`src/rtl/cmd_packer.sv`:
```
// ---------------------------------------------------------------------------
// cmd_packer
//
// Host-side writer for the command FIFO drained by the command sequencer.
// One decoded layer descriptor is taken per valid/ready handshake, checked,
// and serialized into the 6-word x 32-bit compressed command format while
// honouring FIFO backpressure.  The running command count (cmd_size) is kept
// here; sealing the list produces a single-cycle op_en start pulse.
//
// Ports
//   clk, rst_n          system clock, asynchronous active-low reset
//   desc_valid/ready    descriptor handshake
//   op_type .. writeback_addr
//                       descriptor fields, sampled on an accepted handshake
//   seal                pulse: list complete, start execution
//   clear               pulse: drop count and errors, reopen the list
//   cmd_fifo_full       FIFO backpressure
//   cmd_fifo_wr_en/din  FIFO write port
//   cmd_size            commands written in the current list
//   op_en               single-cycle start pulse
//   busy                packer is not idle
//   err_bad_op          sticky: descriptor with op_type 0/6/7 rejected
//   err_overflow        sticky: descriptor rejected because the list is full
// ---------------------------------------------------------------------------
module cmd_packer #(
    parameter int CMD_BURST_LEN = 6,
    parameter int MAX_CMDS      = 127
) (
    input  logic        clk,
    input  logic        rst_n,
    input  logic        desc_valid,
    output logic        desc_ready,
    input  logic [2:0]  op_type,
    input  logic        padding,
    input  logic [7:0]  stride_1,
    input  logic [15:0] stride_2,
    input  logic [15:0] i_channel_size,
    input  logic [15:0] o_channel_size,
    input  logic [7:0]  i_kernel_size,
    input  logic [7:0]  o_kernel_size,
    input  logic [31:0] weight_start_addr,
    input  logic [31:0] data_start_addr,
    input  logic [31:0] writeback_addr,
    input  logic        seal,
    input  logic        clear,
    input  logic        cmd_fifo_full,
    output logic        cmd_fifo_wr_en,
    output logic [31:0] cmd_fifo_din,
    output logic [6:0]  cmd_size,
    output logic        op_en,
    output logic        busy,
    output logic        err_bad_op,
    output logic        err_overflow
);

    typedef enum logic [1:0] {
        IDLE   = 2'd0,
        SEND   = 2'd1,
        START  = 2'd2,
        SEALED = 2'd3
    } state_t;

    localparam logic [2:0] LAST_BEAT = 3'(CMD_BURST_LEN - 1);
    localparam logic [6:0] CMD_LIMIT = 7'(MAX_CMDS);

    state_t      state;
    logic [2:0]  beat;
    logic        pending_seal;

    // Shadow copy of the accepted descriptor; the host may change its
    // inputs as soon as the handshake completes.
    logic [2:0]  sh_op;
    logic        sh_pad;
    logic [7:0]  sh_s1;
    logic [15:0] sh_s2;
    logic [15:0] sh_ich;
    logic [15:0] sh_och;
    logic [7:0]  sh_ik;
    logic [7:0]  sh_ok;
    logic [31:0] sh_wa;
    logic [31:0] sh_da;
    logic [31:0] sh_wb;

    logic desc_fire;
    logic op_legal;
    logic has_room;
    logic accept;
    logic reject;

    assign desc_fire = desc_valid & desc_ready;
    assign op_legal  = (op_type != 3'd0) && (op_type <= 3'd5);
    assign has_room  = (cmd_size != CMD_LIMIT);

    // A clear in the same cycle empties the list, so a legal descriptor
    // always fits; a rejected one leaves no error behind because clear wins.
    assign accept = desc_fire && op_legal && (has_room || clear);
    assign reject = desc_fire && !accept && !clear;

    // Write strobe follows backpressure directly so a deasserting full
    // costs no extra cycle.
    assign cmd_fifo_wr_en = (state == SEND) && !cmd_fifo_full;

    // Beat-selected word; held stable while full stalls the beat counter.
    always_comb begin
        cmd_fifo_din = '0;
        if (state == SEND) begin
            case (beat)
                3'd0:    cmd_fifo_din = {sh_s2, sh_s1, 4'h0, sh_pad, sh_op};
                3'd1:    cmd_fifo_din = {sh_och, sh_ich};
                3'd2:    cmd_fifo_din = {8'h00, sh_ok, 8'h00, sh_ik};
                3'd3:    cmd_fifo_din = sh_wa;
                3'd4:    cmd_fifo_din = sh_da;
                3'd5:    cmd_fifo_din = sh_wb;
                default: cmd_fifo_din = '0;
            endcase
        end
    end

    // desc_ready and busy are registered alongside the state so they read 0
    // throughout reset and change on the same edge as the state.
    always_ff @(posedge clk or negedge rst_n) begin
        if (!rst_n) begin
            state        <= IDLE;
            beat         <= '0;
            pending_seal <= 1'b0;
            desc_ready   <= 1'b0;
            busy         <= 1'b0;
            op_en        <= 1'b0;
            cmd_size     <= '0;
            err_bad_op   <= 1'b0;
            err_overflow <= 1'b0;
            sh_op        <= '0;
            sh_pad       <= 1'b0;
            sh_s1        <= '0;
            sh_s2        <= '0;
            sh_ich       <= '0;
            sh_och       <= '0;
            sh_ik        <= '0;
            sh_ok        <= '0;
            sh_wa        <= '0;
            sh_da        <= '0;
            sh_wb        <= '0;
        end else begin
            op_en <= 1'b0;
            case (state)
                IDLE: begin
                    desc_ready <= 1'b1;
                    busy       <= 1'b0;
                    if (clear) begin
                        cmd_size     <= '0;
                        err_bad_op   <= 1'b0;
                        err_overflow <= 1'b0;
                    end
                    if (accept) begin
                        sh_op        <= op_type;
                        sh_pad       <= padding;
                        sh_s1        <= stride_1;
                        sh_s2        <= stride_2;
                        sh_ich       <= i_channel_size;
                        sh_och       <= o_channel_size;
                        sh_ik        <= i_kernel_size;
                        sh_ok        <= o_kernel_size;
                        sh_wa        <= weight_start_addr;
                        sh_da        <= data_start_addr;
                        sh_wb        <= writeback_addr;
                        beat         <= '0;
                        // A seal alongside an accepted descriptor is
                        // remembered and honoured once the burst finishes.
                        pending_seal <= seal && !clear;
                        state        <= SEND;
                        desc_ready   <= 1'b0;
                        busy         <= 1'b1;
                    end else begin
                        if (reject) begin
                            if (!op_legal) err_bad_op   <= 1'b1;
                            else           err_overflow <= 1'b1;
                        end
                        if (seal && !clear && (cmd_size != 7'd0)) begin
                            state      <= START;
                            op_en      <= 1'b1;
                            desc_ready <= 1'b0;
                            busy       <= 1'b1;
                        end
                    end
                end

                SEND: begin
                    if (seal) pending_seal <= 1'b1;
                    if (cmd_fifo_wr_en) begin
                        if (beat == LAST_BEAT) begin
                            beat     <= '0;
                            cmd_size <= cmd_size + 7'd1;
                            // seal landing on the last beat counts too
                            if (pending_seal || seal) begin
                                state <= START;
                                op_en <= 1'b1;
                            end else begin
                                state      <= IDLE;
                                desc_ready <= 1'b1;
                                busy       <= 1'b0;
                            end
                        end else begin
                            beat <= beat + 3'd1;
                        end
                    end
                end

                START: begin
                    pending_seal <= 1'b0;
                    state        <= SEALED;
                end

                SEALED: begin
                    if (clear) begin
                        cmd_size     <= '0;
                        err_bad_op   <= 1'b0;
                        err_overflow <= 1'b0;
                        state        <= IDLE;
                        desc_ready   <= 1'b1;
                        busy         <= 1'b0;
                    end
                end

                default: begin
                    state <= IDLE;
                end
            endcase
        end
    end

endmodule

```
`config.mk`:
```
export PLATFORM = sky130hd
export DESIGN_NAME = cmd_packer
export DESIGN_NICKNAME = d
export VERILOG_FILES = /design/src/rtl/cmd_packer.sv
export SDC_FILE = /design/constraint.sdc
export NUM_CORES = 1
export LEC_CHECK = 0
export CAP_MARGIN = 40
export CELL_PAD_IN_SITES_DETAIL_PLACEMENT = 1
export CELL_PAD_IN_SITES_GLOBAL_PLACEMENT = 2
export CORE_MARGIN = 10
export CORE_UTILIZATION = 30
export DETAILED_ROUTE_END_ITERATION = 16
export PLACE_DENSITY_LB_ADDON = 0.1
export SYNTH_ARGS = -nofsm -noshare
export SYNTH_HDL_FRONTEND = slang
export SYNTH_SLANG_ARGS = --single-unit
```
`constraint.sdc`:
```
create_clock -name clk -period 3.5 [get_ports clk]
set_clock_uncertainty 0.15 [all_clocks]
set_input_delay 0.7 -clock clk [delete_from_list [all_inputs] [get_ports clk]]
set_output_delay 0.7 -clock clk [all_outputs]
set_load 0.01 [all_outputs]
```
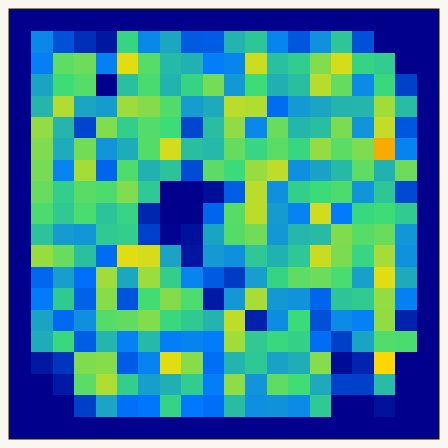
Figure 1: run 1, cell density map.
The die is cut into 20 by 20 equal tiles; dark blue is low, red is high, 0 to 100% covered.
- emptiest ninth of the die: bottom right
- fullest tile: 81%
- nearly empty tiles: 23%
- mean over tiles: 32%
- tiles over 75% full: 0.50%
Final Util: 41.4%
core area: 30,700 sq um
FP Util: 30.5%

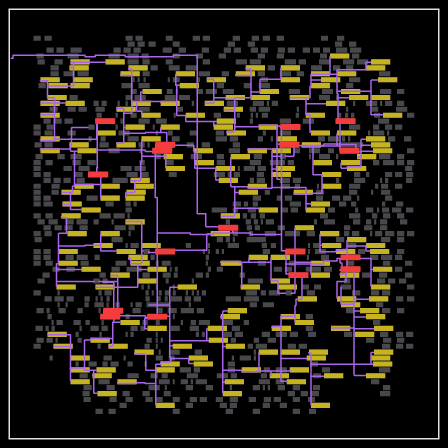
Figure 2: run 1, routed clock nets over the placement.
- clock wires: purple (length 2,720 um)
- flip-flops: yellow (count 190)
- clock drivers: red (count 17)
- routed clock nets: 18

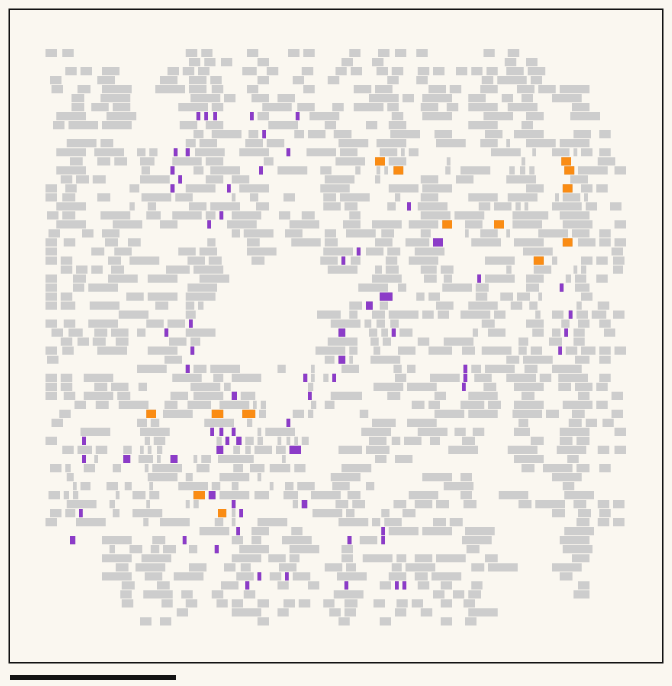
Figure 3: run 1, selected gate families.
The bar under the picture is 50 um long.
- AND-OR and OR-AND gates: orange (cells 14; most used a22o_1)
- NOR gates: purple (cells 71; most used nor2_1)

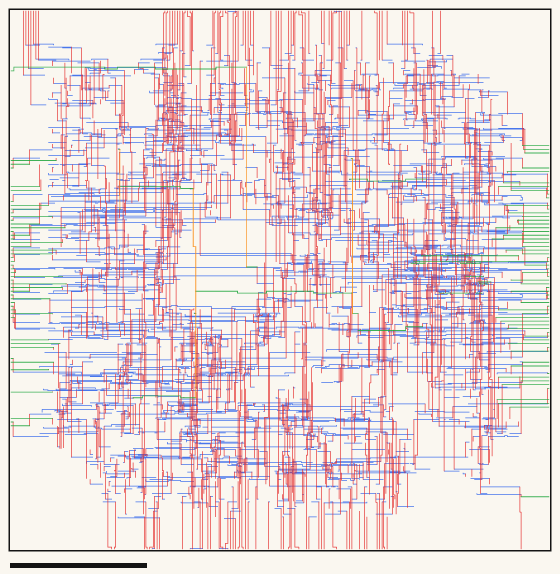
Figure 4: run 1, signal wires by layer.
The bar under the picture is 50 um long.
- metal 2: red (wire length 15,700 um)
- metal 1: blue (wire length 13,500 um)
- metal 3: green (wire length 1,410 um)
- metal 4: orange (wire length 228 um)
total track usage: 15.7%
routed vias: 6,486
Post-Route WL: 30.7 mm

==> flow_summary.ini, run 1 <==
; yosys + openroad results
[synthesis]
synth-edff-count = 0
yosys_most_used_dff = dfrtp_1
syn_nets = 871

[sta]
drv_slew = 0
hold_violations = 0

[worst_setup_path]
crit_family = buffers and inverters
ff2ff_path_depth = 7
end_kind = primary output
startpoint = beat[1]
crit_buf_inv = 3
crit_cells = 7

[pwr]
vdd_drop_max_uv = 372

[route]
met3_length_mm = 1.40
wl_met2_mm = 15.7

[die]
chipArea_sq_um = 38600

[grt]
met2_usage_pct = 27.3
use_met3_pct = 3.34
grt_pass1_vias = 7422
grt_pass1_wl_mm = 46.9

[outcome]
status = finished, final reports clean

[clocking]
clockBufferDepth = 2
cts.sinks = 190
clkSlewWorstSetupHoldPaths_ns = 0.07

[finish]
largest_class = flip-flops and latches
sh_comb_area_pct = 33.0
[run 1: cell families after synthesis]
| group | after synthesis | synth area share, % |
|---|---|---|
| mux | 202 | 28.2 |
| flops | 190 | 50.8 |
| simple gates | 118 | 5.67 |
| compound gates | 113 | 9.06 |
| buf+inv | 54 | 5.15 |
| fa+ha+maj | 7 | 0.936 |
| xor+xnor | 2 | 0.187 |
[run 1: power by group through the flow]
stage	Clock (uW)	Sequential (uW)	Combinational, uW
finish	1990	3960	4210
global route	2150	4090	4610
CTS	2070	3950	4260
detailed placement	0	3990	4200
global placement	0	3960	4100
floorplan	0	3690	2930
[run 1: repair_timing]
action | in CTS | in global routing
pin swaps | 0 | 2
gates cloned | 0 | 1
buffers inserted | 1 | 0
endpoints found under the setup margin | 28 | 26
gates resized | 10 | 24
[run 1: cells in the mapped netlist, types with 3 or more instances]
master,number
dfrtp_1,190
mux2_4,100
mux2_1,69
nor2_1,59
nand2_1,30
a221oi_1,21
mux2_2,20
a21oi_1,18
a22oi_1,18
o21ai_0,16
clkbuf_1,14
mux2i_1,13
buf_12,11
a222oi_1,10
a22o_1,10
inv_1,9
buf_2,8
buf_8,8
ha_1,7
a21boi_0,6
nor2b_1,5
nor3_1,4
and2_1,3
buf_1,3
nand2b_1,3
[run 1: through the flow]
stage / area (sq um) / setup TNS, ns / std cells / power [uW] / hold WS, ns
6_report: 12700 / 0 / 1324 / 10200 / 0.115
5_1_grt: 12700 / -0.00867 / 1324 / 10800 / 0.184
4_1_cts: 12600 / 0 / 1323 / 10300 / 0.168
3_5_place_dp: 12000 / 0 / 1291 / 8190 / 0.329
3_3_place_gp: 12000 / 0 / 1291 / 8060 / 0.323
2_1_floorplan: 9350 / 0 / 686 / 6620 / 0.254
==> run 2, diff against run 1 <==
- CAP_MARGIN: 40 -> 20
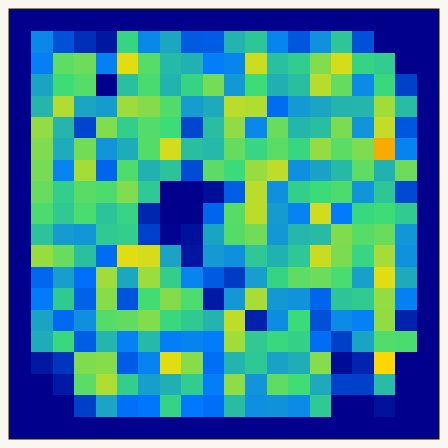
Figure 5: run 2, cell density map.
The die is cut into 20 by 20 equal tiles; dark blue is low, red is high, 0 to 100% covered.
- fullest tile: 81%
- tiles over 75% full: 0.50%
- mean over tiles: 32%
- nearly empty tiles: 23%

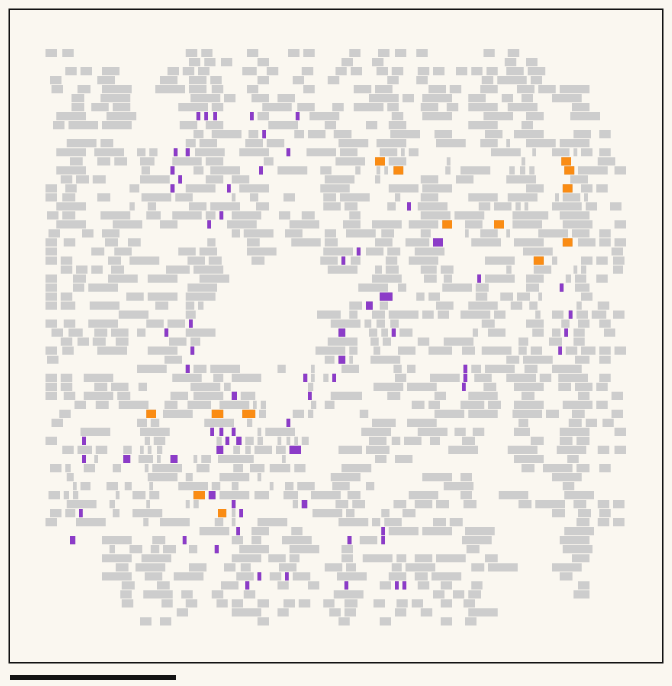
Figure 6: run 2, selected gate families.
The bar under the picture is 50 um long.
- NOR gates: purple (cells 71; most used nor2_1)
- AND-OR and OR-AND gates: orange (cells 14; most used a22o_1)
logic share of the area: 33.0%
Final Non-Filler Cells: 1,324
Commonest Layout Cell: clkdlybuf4s50_1

==> run 2 against run 1 <==
Compared with the run above: sequential power about the same; synthesized cell count unchanged; count of clock-buffer cells in the layout unchanged; clock power about the same; critical endpoint unchanged; largest cell class unchanged.
==> flow_summary.ini, run 2 <==
; yosys + openroad results
[finish]
fin_util_pct = 41.4
fin_area_sq_um = 12700

[die]
ios = 223
fp_util_pct = 30.5
core_area_sq_um = 30700
chipArea_sq_um = 38600

[worst_setup_path]
end_kind = primary output
ff2ff_path_depth = 7

[sta]
hold-worst-slack_ns = 0.115
drv_slew = 0
hold_violations = 0
fin_tns_setup_ns = 0
tightest_slew_ns = 0.749

[clocking]
cts_inserted_buffers = 17
clockBufferDepth = 2
cts_tree = done
cts.sinks = 190
clkSlewWorstSetupHoldPaths_ns = 0.07

[route]
avgViaCountPerCell = 4.90
vias = 6486
finalWirelength_mm = 30.7

[placement]
dp.cells = 1291
placed_area_sq_um = 12000

[pwr]
power_uw = 10200
vdd_drop_max_uv = 372

[grt]
grt_pass1_wl_mm = 46.9
grt_use_total_pct = 15.7
grt_pass1_vias = 7422

[synthesis]
yosys.cell_types.count = 50
ys.warnings.count = 0
syn_nets = 871
yosys_most_used_dff = dfrtp_1
synth-edff-count = 0
top_cells_by_count = dfrtp_1, mux2_4, mux2_1, nor2_1, nand2_1
yosys.area.top_type = dfrtp_1
synthMostInstantiatedCell = dfrtp_1

[outcome]
status = finished, final reports clean
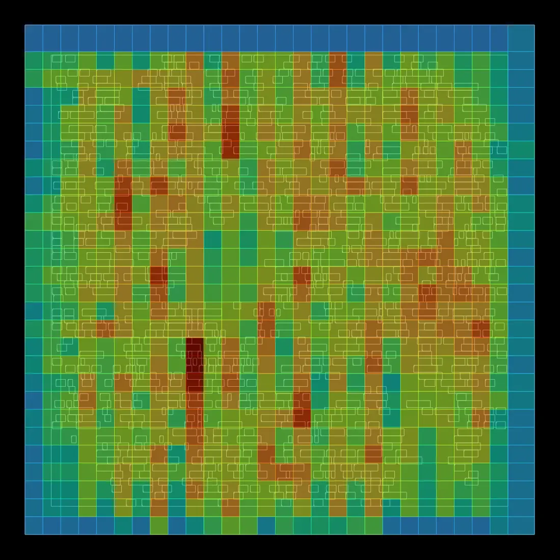
Figure 7: run 2, routing congestion.
M2 GR Usage: 27.3%
post-DR wirelength/cell: 23.2 um

==> run 2: cell counts after synthesis <==
No cell type changed its count.
==> run 2: what timing repair did <==
item                       4_1_cts  5_1_grt
setup endpoints to repair       28       26
hold endpoints to repair         0        0
setup buffers                    1        0
gates cloned                     0        1
resized                         10       24
pin swaps                        0        2
==> run 2: metal layers <==
metal	up-vias	GRT usage, %	part of all wire [%]
li1	2969	-	-
met1	3366	19.7	44
met2	138	27.3	51
met3	13	3.34	4.6
met4	0	3.22	0.74
met5	-	0	0
==> run 2: worst max-delay path by stage <==
stage / start / end / cells past startpoint
floorplan: beat[0] / cmd_fifo_din[1] / 8
global placement: beat[0] / cmd_fifo_din[25] / 7
detailed placement: beat[0] / cmd_fifo_din[29] / 7
CTS: beat[2] / cmd_fifo_din[25] / 8
global route: beat[1] / cmd_fifo_din[2] / 7
finish: beat[1] / cmd_fifo_din[5] / 7
==> run 2: power by group <==
| group | total (uW) | internal (uW) | switching, uW |
|---|---|---|---|
| Combinational | 4210 | 2410 | 1800 |
| Sequential | 3960 | 3260 | 695 |
| Clock | 1990 | 1100 | 889 |
==> run 2: kinds of logic after synthesis <==
family	share of synthesized area, %
compound gates	9.06
xor+xnor	0.187
fa+ha+maj	0.936
buf+inv	5.15
flops	50.8
mux	28.2
simple gates	5.67
==> run 2: final cells by class <==
cell class	count	area share, %
Clock buffer	20	3.60
Clock inverter	11	1.04
Inverter	10	0.296
Multi-Input combinational cell	442	33.0
Sequential cell	190	37.5
Tap cell	396	3.90
Timing Repair Buffer	255	20.7
==> run 2: worst max-delay path, delay by kind of cell, from the launching register on <==
family | cells | cell delay (ns)
buffers and inverters | 3 | 1.02
and+or+nand+nor | 2 | 0.46
DFF | 1 | 0.41
AOI/OAI and AO/OA | 2 | 0.25
==> run 3, diff against run 2 <==
- SLEW_MARGIN: not set -> 0
- clock period: 3.5 -> 4.2 ns (I/O delays scaled with it)
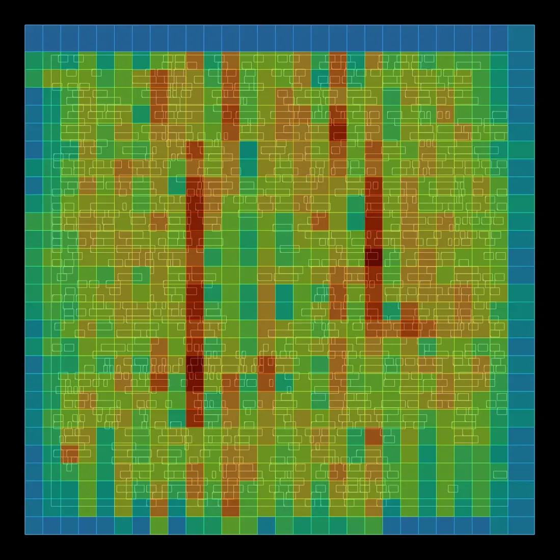
Figure 8: run 3, routing congestion.
Final Util: 40.6%
met1 Usage GRT: 20.1%
M2 GR Usage: 26.0%
post-DR wirelength/cell: 23.1 um

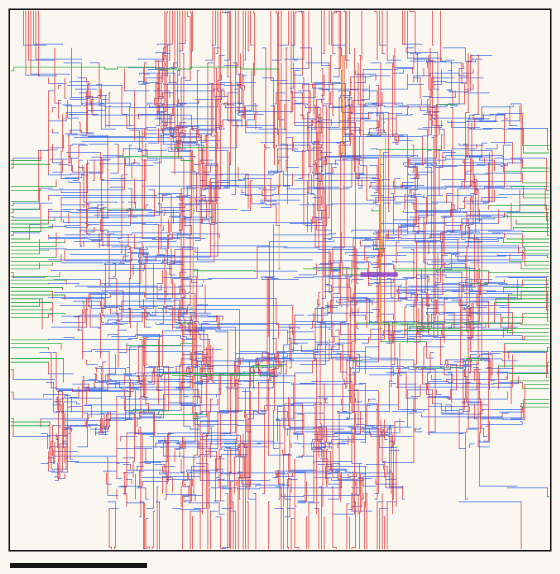
Figure 9: run 3, signal wires by layer.
The bar under the picture is 50 um long.
- metal 4: orange (wire length 311 um)
- metal 5: purple (wire length 12.0 um)
- metal 1: blue (wire length 13,600 um)
- metal 2: red (wire length 14,700 um)
- metal 3: green (wire length 1,810 um)
routed vias: 6,476
Post-Route WL: 30.4 mm
total track usage: 15.7%

==> run 3 against run 2 <==
Compared with the run above: first-iteration DRC count shrank 5.5%; critical path depth increased by 1; combinational power fell by 19%; via count shrank 0.15%; register-to-register slack better by 0.63 ns; worst setup slack better by 0.15 ns; worst hold slack improved by 0.19 ns; flip-flop count stayed put; core utilization shrank 0.74 points; largest cell class unchanged.
==> flow_summary.ini, run 3 <==
; yosys + openroad results
[clocking]
clockBufferDepth = 2
cts.sinks = 190
cts_tree = done

[die]
core_area_sq_um = 30700

[synthesis]
ys_sh_xor_pct = 0.187
synth.comb.largest_family = multiplexers
synthSimpleGateAreaFrac_pct = 5.67
ys.warnings.count = 0
yosys.area.top_type = dfrtp_1

[outcome]
status = finished, final reports clean

[pwr]
powerComb_uw = 3400
power.internal_uw = 5540
pwr-share-clk_pct = 19.8
top_power_group = combinational cells

[grt]
grt_pass1_vias = 7616
gr-max-usage-layer = met2

[sta]
hold-worst-slack_ns = 0.307
drv_slew = 0
hold_violations = 0

[route]
met3_length_mm = 1.81

[placement]
placed_area_sq_um = 11900
dp.cells = 1285
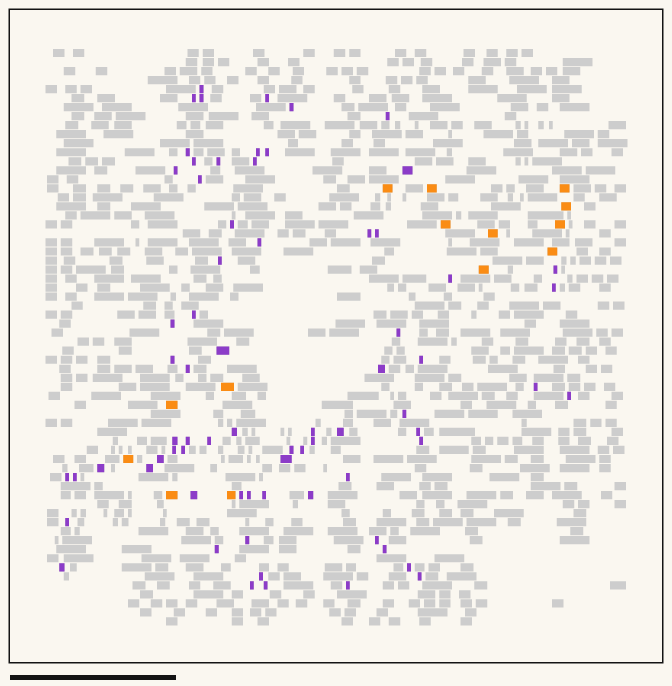
Figure 10: run 3, selected gate families.
The bar under the picture is 50 um long.
- AND-OR and OR-AND gates: orange (cells 14; most used a22o_1)
- NOR gates: purple (cells 71; most used nor2_1)
Final Non-Filler Cells: 1,319
logic share of the area: 33.2%

[run 3: cell count changes in the layout (fill, tap and decap cells not counted), moves of 3 or more]
cell             previous run  this run
buf_6                       3         0
dlymetal6s2s_1              7         0
a221oi_1                   18        21
clkdlybuf4s50_1           212       221
buf_12                      9         3
clkinv_4                    3         0
a21boi_0                    3         6
buf_4                      19        22
a221oi_2                    3         0
[run 3: path summary, 6_finish.rpt]
path / start / endpoint / slack, ns / depth (start not counted)
setup / recovery: beat[0] / cmd_fifo_din[20] / 0.23 / 8
hold / removal: rst_n / sh_wa[7] / 0.31 / 1
setup reg to reg: cmd_size[0] / sh_wb[18] / 1.51 / 6
hold reg to reg: sh_wb[29] / sh_wb[29] / 0.34 / 1
max in group asynchronous: rst_n / beat[2] / 2.60 / 2
min in group clk: sh_wb[29] / sh_wb[29] / 0.34 / 1
[run 3: critical path, stage by stage (launching register included)]
cell,delay (ns)
dfrtp_2,0.54
buf_4,0.25
or2_2,0.37
nor2_1,0.12
buf_4,0.22
a222oi_1,0.09
a21boi_0,0.15
nor2_1,0.22
clkdlybuf4s50_1,0.59
[run 3: repair_timing]
item | 4_1_cts | 5_1_grt
hold endpoints to repair | 0 | 0
setup endpoints to repair | 0 | 16
gates resized | 0 | 4
[run 3: area by class of cell]
cell class | count | area (sq um) | area share [%]
timing repair buffer | 247 | 2450 | 19.7
sequential | 190 | 4760 | 38.2
clock inverter | 12 | 134 | 1.07
antenna | 2 | 5.00 | 0.0402
tap | 396 | 495 | 3.98
clock buffer | 20 | 447 | 3.58
inverter | 10 | 37.5 | 0.301
multi-input combinational | 442 | 4140 | 33.2
Power figures rest on the tool's default switching activity, not on a simulated workload.
